`src/rtl/fir_da_pkg.sv`:
```
// Shared constants and types for the distributed-arithmetic FIR front end.
package fir_da_pkg;

   localparam int TAPS  = 4;
   localparam int SEL_W = 4;

   typedef enum logic {
      IDLE,
      SHIFT
   } state_e;

   function automatic int idx_w(input int dw);
      return (dw > 1) ? $clog2(dw) : 1;
   endfunction

endpackage

```
`src/rtl/da_tap_shreg.sv`:
```
// One tap's bit-serial shift register: parallel load, shift right by one, sync clear.
module da_tap_shreg
   import fir_da_pkg::*;
#(
   parameter int DW = 8
) (
   input  logic          clk,
   input  logic          rst_n,
   input  logic          clr,
   input  logic          load,
   input  logic          shift,
   input  logic [DW-1:0] d,
   output logic          lsb
);

   logic [DW-1:0] sh_q, sh_d;

   // A load on the last-bit cycle must win over the shift so the next word starts intact.
   always_comb begin
      sh_d = sh_q;
      if (load) begin
         sh_d = d;
      end else if (shift) begin
         sh_d = {1'b0, sh_q[DW-1:1]};
      end
   end

   always_ff @(posedge clk) begin
      if (!rst_n || clr) begin
         sh_q <= '0;
      end else begin
         sh_q <= sh_d;
      end
   end

   assign lsb = sh_q[0];

endmodule

```
`src/rtl/da_bit_serializer.sv`:
```
// 4-tap delay line shifted out LSB-first as DA LUT select words.
// Optional macro DA_B2B_EN: accept the next sample on the last-bit cycle (no bubble between words).
module da_bit_serializer
   import fir_da_pkg::*;
#(
   parameter int DW   = 8,
   parameter int TAPS = 4
) (
   input  logic                 clk,
   input  logic                 rst_n,
   input  logic                 clr,
   input  logic                 in_valid,
   output logic                 in_ready,
   input  logic signed [DW-1:0] in_data,
   output logic [SEL_W-1:0]     sel,
   output logic                 bit_valid,
   output logic                 bit_first,
   output logic                 bit_last,
   output logic [idx_w(DW)-1:0] bit_idx,
   output logic                 busy
);

   localparam int            IW       = idx_w(DW);
   localparam logic [IW-1:0] LAST_IDX = IW'(DW - 1);

   if (TAPS != fir_da_pkg::TAPS || DW < 2 || DW > 16) begin : g_bad_param
      $error("da_bit_serializer: TAPS must be 4 and DW must be 2..16");
   end

   state_e               state_q, state_d;
   logic [IW-1:0]        cnt_q, cnt_d;
   // tap3 is only ever consumed by its shift register, so only taps 0..2 are kept here.
   logic signed [DW-1:0] hist_q [SEL_W-1];
   logic [DW-1:0]        load_val [SEL_W];
   logic [SEL_W-1:0]     lsb;
   logic                 shifting, last_bit, rdy_state, take;

   logic [SEL_W-1:0]     sel_q;
   logic                 valid_q, first_q, last_q;
   logic [IW-1:0]        idx_q;

   assign shifting = (state_q == SHIFT);
   assign last_bit = shifting && (cnt_q == LAST_IDX);

`ifdef DA_B2B_EN
   assign rdy_state = (state_q == IDLE) || last_bit;
`else
   assign rdy_state = (state_q == IDLE);
`endif

   assign in_ready = rst_n && !clr && rdy_state;
   assign take     = in_valid && in_ready;

   always_comb begin
      state_d = state_q;
      cnt_d   = cnt_q;
      case (state_q)
         IDLE: begin
            if (take) begin
               state_d = SHIFT;
               cnt_d   = '0;
            end
         end
         SHIFT: begin
            if (take) begin
               cnt_d = '0;
            end else if (last_bit) begin
               state_d = IDLE;
               cnt_d   = '0;
            end else begin
               cnt_d = cnt_q + 1'b1;
            end
         end
         default: begin
            state_d = IDLE;
            cnt_d   = '0;
         end
      endcase
   end

   always_ff @(posedge clk) begin
      if (!rst_n || clr) begin
         state_q <= IDLE;
         cnt_q   <= '0;
      end else begin
         state_q <= state_d;
         cnt_q   <= cnt_d;
      end
   end

   always_ff @(posedge clk) begin
      if (!rst_n || clr) begin
         for (int i = 0; i < SEL_W - 1; i++) begin
            hist_q[i] <= '0;
         end
      end else if (take) begin
         hist_q[0] <= in_data;
         hist_q[1] <= hist_q[0];
         hist_q[2] <= hist_q[1];
      end
   end

   assign load_val[0] = in_data;
   assign load_val[1] = hist_q[0];
   assign load_val[2] = hist_q[1];
   assign load_val[3] = hist_q[2];

   for (genvar k = 0; k < SEL_W; k++) begin : g_tap
      da_tap_shreg #(
         .DW(DW)
      ) u_shreg (
         .clk  (clk),
         .rst_n(rst_n),
         .clr  (clr),
         .load (take),
         .shift(shifting),
         .d    (load_val[k]),
         .lsb  (lsb[k])
      );
   end

   always_ff @(posedge clk) begin
      if (!rst_n || clr) begin
         sel_q   <= '0;
         valid_q <= 1'b0;
         first_q <= 1'b0;
         last_q  <= 1'b0;
         idx_q   <= '0;
      end else begin
         sel_q   <= shifting ? lsb : '0;
         valid_q <= shifting;
         first_q <= shifting && (cnt_q == '0);
         last_q  <= last_bit;
         idx_q   <= shifting ? cnt_q : '0;
      end
   end

   assign sel       = sel_q;
   assign bit_valid = valid_q;
   assign bit_first = first_q;
   assign bit_last  = last_q;
   assign bit_idx   = idx_q;
   assign busy      = valid_q;

endmodule
```
`config.mk`:
```
export PLATFORM = sky130hd
export DESIGN_NAME = da_bit_serializer
export DESIGN_NICKNAME = d
export VERILOG_FILES = /design/src/rtl/fir_da_pkg.sv /design/src/rtl/da_tap_shreg.sv /design/src/rtl/da_bit_serializer.sv
export SDC_FILE = /design/constraint.sdc
export NUM_CORES = 1
export LEC_CHECK = 0
export ABC_AREA = 1
export CAP_MARGIN = 20
export CORE_UTILIZATION = 40
export CTS_CLUSTER_DIAMETER = 80
export DETAILED_ROUTE_END_ITERATION = 10
export GPL_TIMING_DRIVEN = 0
export PLACE_DENSITY = 0.59
export SLEW_MARGIN = 20
export SYNTH_ARGS = -nofsm -noshare
export SYNTH_HDL_FRONTEND = slang
export SYNTH_SLANG_ARGS = --single-unit
```
`constraint.sdc`:
```
create_clock -name clk -period 1.9 [get_ports clk]
set_input_delay 0.475 -clock clk [delete_from_list [all_inputs] [get_ports clk]]
set_output_delay 0.475 -clock clk [all_outputs]
set_load 0.01 [all_outputs]
```
Run 1, wire density map:
Scale: 4 px per um. 18 x 18 tiles, from dark purple (low) to yellow (high), scaled to the fullest tile. Values are wire area over tile area, all layers added.
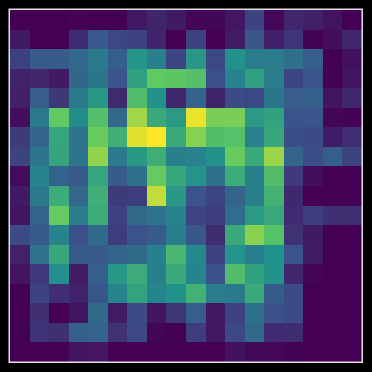
18% of the tiles are nearly empty. The emptiest ninth of the die: south-east. The fullest tile reaches 0.42. The mean over all tiles is 0.12. 22% of the tiles are over half the peak. The densest ninth of the die: center.

Run 1, a small window of the routed layout:
Window x 19 to 69, y 37 to 87 um. Cells in gray, sequential cells in the stronger gray; small squares are vias.
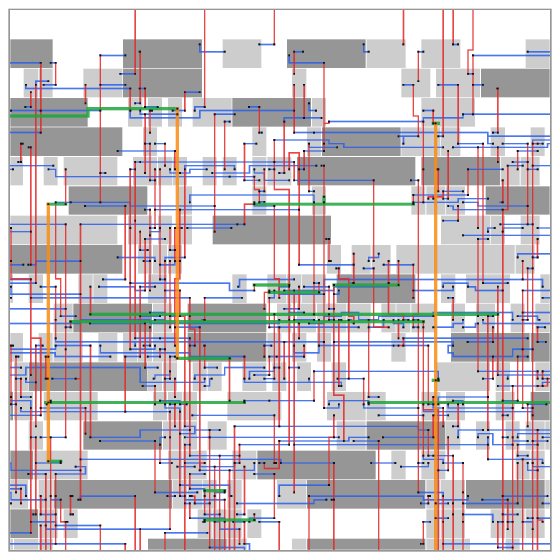
M3: in green. M2: in red. M1: in blue. M4: in orange.
Most frequent: nand2_1 (36), inv_1 (32), dfxtp_1 (19). Netlist names of flops here include `g_tap.u_shreg.sh_q` (11), `hist_q` (8), `sel` (3). Sequential cells in the window: 27. 178 logic cells have their middle in the window.

==> impl_metrics.py, run 1 <==
# Synthesis and PnR figures
metrics = {
    "detailed_routing": {
        "viasPerCell": 4.598,
        "wl_met1_mm": 2.809,
        "ant_nets": 0,
        "top_layer_used": "met4",
        "dr_wl_met2_mm": 2.750,
        "avgRoutedWirePerCell_um": 11.92,
        "vias": 2290,
        "post-route-drc-count": 0,
        "drt_pass1_iterations": 4,
        "wl_met3_um": 272,
    },
    "global_route": {
        "grt_use_met1_pct": 22.88,
        "grt_overflow": 0,
        "grt.busiest_layer": "met2",
        "met2_usage_pct": 26.78,
        "grt.total_usage_pct": 17.45,
        "grt_pass1_vias": 2116,
    },
    "final_layout": {
        "regMostFlops": "g_tap.u_shreg.sh_q",
        "n_antenna_cell": 0,
        "fin_nets": 412,
        "area_growth_syn_to_layout_pct": 21.12,
        "largest_reg_flops": 32,
        "post-route-util_pct": 51.46,
    },
    "floorplanning": {
        "core_area_um2": 6944,
        "die_x_um": 87.88,
        "dieHeight_um": 87.88,
        "rows": 30,
    },
    "place": {
        "hpwl_mm": 4.020,
        "port_buffers": 22,
        "gp_congestion": 0.7463,
    },
    "pwr": {
        "sequentialPower_mw": 1.63,
        "power_density_nw_per_um2": 967.5,
        "maxPowerGroup": "sequential cells",
    },
    "clock_tree": {
        "cts_hold_buf": 0,
        "numCtsBuffers": 9,
        "postCtsSetupBuffers": 0,
        "cts.clk_slew.worst_paths_ps": 80,
    },
    "sta": {
        "maxSlewHeadroom_pct": 65.20,
        "setup-violations-final": 0,
        "timing.fmax_ghz": 0.5524,
        "tightest_slew_ps": 522.0,
        "hold_viol": 0,
        "whs_ps": 446.6,
    },
    "logic_synthesis": {
        "edf_count": 24,
        "top_cell": "nand2_1",
        "fp_nets": 379,
        "yosys.area.top_type_share_pct": 31.21,
        "synthCells": 364,
        "largest_area_cell": "dfxtp_1",
        "top_cells_by_area": "dfxtp_1 31%, edfxtp_1 24%, nand2_1 12%",
        "synth_flop_count": 70,
        "ys_warn_count": 0,
    },
    "critical_path": {
        "endpoint": "in_ready",
        "rr_endpoint": "hist_q[0][13]",
        "end_kind": "output port",
        "crit_start": "shifting",
        "worstReg2RegStart": "shifting",
        "path_class": "reg2out",
        "crit_fanout": 10,
        "cp_data_required_time_ps": 1420,
        "path_cells": "clkbuf_2 -> nor2_4 -> clkdlybuf4s15_2",
        "path_depth": 3,
        "critPathArrivalTime_ps": 1340,
        "critPathTopFamily": "buffers and inverters",
        "path_buffers": 2,
    },
    "hold_path": {
        "min_from": "g_tap[0].u_shreg.sh_q[0]",
        "worstHoldPathType": "reg2reg",
        "whs_path_depth": 2,
        "hold_end": "sel[0]",
    },
    "status": {
        "outcome": "complete, no violations",
    },
}
Run 1, power grid:
Scale: 6 px per um. Pins as bars on the die edge.
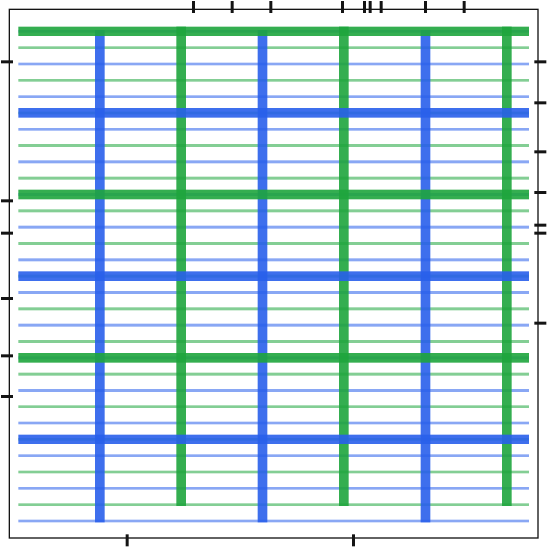
VSS: in blue. VDD: in green.
6 straps on met4. The core has 30 rows. 6 straps on met5. 24 signal pins sit on the boundary.

[run 1: final cells by class]
type | count | area (um2) | share of cell area [%]
timing repair buffer | 22 | 219.0 | 6.127
multi-input combinational | 190 | 905.9 | 25.35
inverter | 83 | 311.5 | 8.718
buffer | 21 | 115.1 | 3.221
clock inverter | 7 | 136.4 | 3.817
sequential | 70 | 1642 | 45.94
tap | 96 | 120.1 | 3.361
clock buffer | 9 | 123.9 | 3.466
[run 1: stage by stage]
stage	total power, mW	std cells
after CTS	3.483	498
after global placement	1.917	482
after detailed placement	1.921	482
final	3.457	498
after floorplan	1.834	364
after global routing	3.592	498
[run 1: kinds of logic after synthesis]
logic type / share of synthesized area [%]
compound gates: 10.26
fa+ha+maj: 1.272
buf+inv: 14.42
flops: 55.64
simple gates: 18.41
==> run 1 -> run 2 <==
--- a/config.mk
+++ b/config.mk
@@ -11,8 +11,9 @@
 export CTS_CLUSTER_DIAMETER = 80
 export DETAILED_ROUTE_END_ITERATION = 10
 export GPL_TIMING_DRIVEN = 0
-export PLACE_DENSITY = 0.59
+export PLACE_DENSITY = 0.58
 export SLEW_MARGIN = 20
 export SYNTH_ARGS = -nofsm -noshare
 export SYNTH_HDL_FRONTEND = slang
+export SYNTH_HIERARCHICAL = 1
 export SYNTH_SLANG_ARGS = --single-unit
Run 2, cell placement:
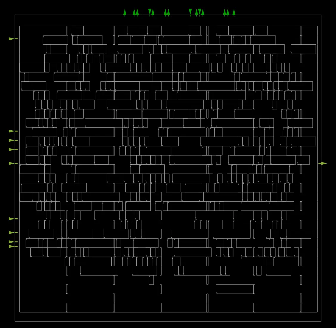
end-of-flow core utilization: 49.84%
Std-Cell Rows: 31
Core Area: 7408 um2

Run 2, cell sizes after repair:
Scale: 3 px per um.
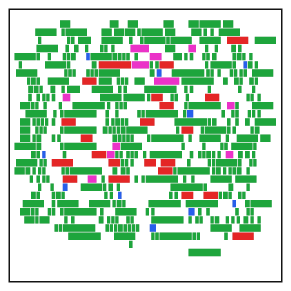
x3 and x4: in magenta, cells 11, share 2.5%. x6 and larger: in red, cells 22, share 5.0%. x1 and smaller: in green, cells 395, share 90%. x2: in blue, cells 10, share 2.3%.

==> run 2 against run 1 <==
  * Die area up 5.7%
  * Critical path depth stayed put
  * Largest power group unchanged
  * Critical endpoint is now hist_q[0][13]
  * Critical path type is now in2reg
  * Register-to-register slack worse by 200 ps
  * Combinational power decreased by 8.6%
==> impl_metrics.py, run 2 <==
# Synthesis and PnR figures
metrics = {
    "final_layout": {
        "regMostFlops": "g_tap.u_shreg/sh_q",
        "final-comb-area_um2": 1079,
        "n_antenna_cell": 0,
        "bufAreaShareNonClock_pct": 9.149,
        "seq_area_um2": 1645,
        "clk_share_pct": 5.388,
        "largest_reg_flops": 32,
        "nNonClkInverters": 81,
        "fin_nets": 449,
        "comb_area_share_pct": 29.21,
        "buffers": 35,
        "area_growth_syn_to_layout_pct": 18.23,
        "n_clock_buffer": 12,
        "seq_share_pct": 44.56,
        "logic_gates": 237,
        "top_area_cell_class": "sequential cells",
        "seq_cell_count": 70,
    },
    "logic_synthesis": {
        "ys_warn_count": 6,
        "top_cell": "nand2_1",
        "fp_nets": 415,
        "synthCells": 400,
        "synth_flop_count": 70,
        "top_cells_by_area": "dfxtp_1 29%, edfxtp_1 23%, nand2_1 17%",
        "edf_count": 24,
    },
    "critical_path": {
        "end_kind": "flop",
        "endpoint": "hist_q[0][13]",
        "crit_start": "in_valid",
        "worstReg2RegStart": "shifting",
        "path_depth": 3,
        "crit_fanout": 26,
        "critPathTopFamily": "buffers and inverters",
        "path_buffers": 2,
        "rr_endpoint": "g_tap[3].u_shreg/sh_q[4]",
        "cp_data_required_time_ps": 1860,
        "critPathArrivalTime_ps": 1770,
    },
    "status": {
        "outcome": "complete, no violations",
    },
    "clock_tree": {
        "postCtsSetupBuffers": 0,
        "numCtsBuffers": 9,
        "cts_hold_buf": 0,
        "cts.clk_slew.worst_paths_ps": 80,
    },
    "place": {
        "hpwl_mm": 4.062,
        "port_buffers": 23,
        "gp_congestion": 0.7504,
    },
    "pwr": {
        "sequentialPower_mw": 1.62,
        "power_density_nw_per_um2": 826.6,
        "maxPowerGroup": "sequential cells",
        "total_power_mw": 3.052,
    },
    "detailed_routing": {
        "viasPerCell": 4.318,
        "drt_pass1_iterations": 4,
        "avgRoutedWirePerCell_um": 10.53,
        "wl_met3_um": 160,
        "dr_wl_met2_mm": 2.766,
        "post-route-drc-count": 0,
        "vias": 2319,
        "ant_nets": 0,
    },
    "global_route": {
        "grt_max_degree": 27,
        "grt_use_met1_pct": 18.03,
        "grt_pass1_vias": 2371,
        "grt_overflow": 0,
        "grt.busiest_layer": "met2",
        "use_met3_pct": 4.040,
    },
    "sta": {
        "whs_ps": 431.1,
        "hold_viol": 0,
        "setup-violations-final": 0,
        "tightest_slew_ps": 811.1,
        "timing.fmax_ghz": 0.5518,
        "setup_ws_ps": 87.90,
        "maxSlewHeadroom_pct": 45.72,
    },
    "hold_path": {
        "hold_end": "sel[3]",
        "min_from": "g_tap[3].u_shreg/sh_q[0]",
        "worstHoldPathType": "reg2reg",
        "whs_path_depth": 2,
    },
    "floorplanning": {
        "dieHeight_um": 90.36,
        "tap_cells": 99,
        "die_x_um": 90.36,
    },
    "run": {
        "warning_count": 27,
    },
}
[run 2: cell count changes in the layout (fill, tap and decap cells not counted), moves of 6 or more]
| cell | previous run | this run |
|---|---|---|
| buf_2 | 7 | 1 |
| clkbuf_1 | 7 | 1 |
| a31oi_1 | 20 | 0 |
| o21ai_0 | 23 | 1 |
| nor2_1 | 13 | 37 |
| a21oi_1 | 11 | 25 |
| nand2_1 | 91 | 142 |
| nand4_1 | 7 | 0 |
[run 2: cell families (layout without fill, tap and decap cells)]
logic type	count (synthesis)	count (layout)	synth area share, %
adder cells (fa/ha/maj)	3	3	1.202
buffers and inverters	93	131	13.26
AND/OR/NAND/NOR	207	207	28.65
AND-OR/OR-AND	27	27	4.327
flip-flops	70	70	52.56
No activity file was given, so power comes from the tool's default toggle rates.
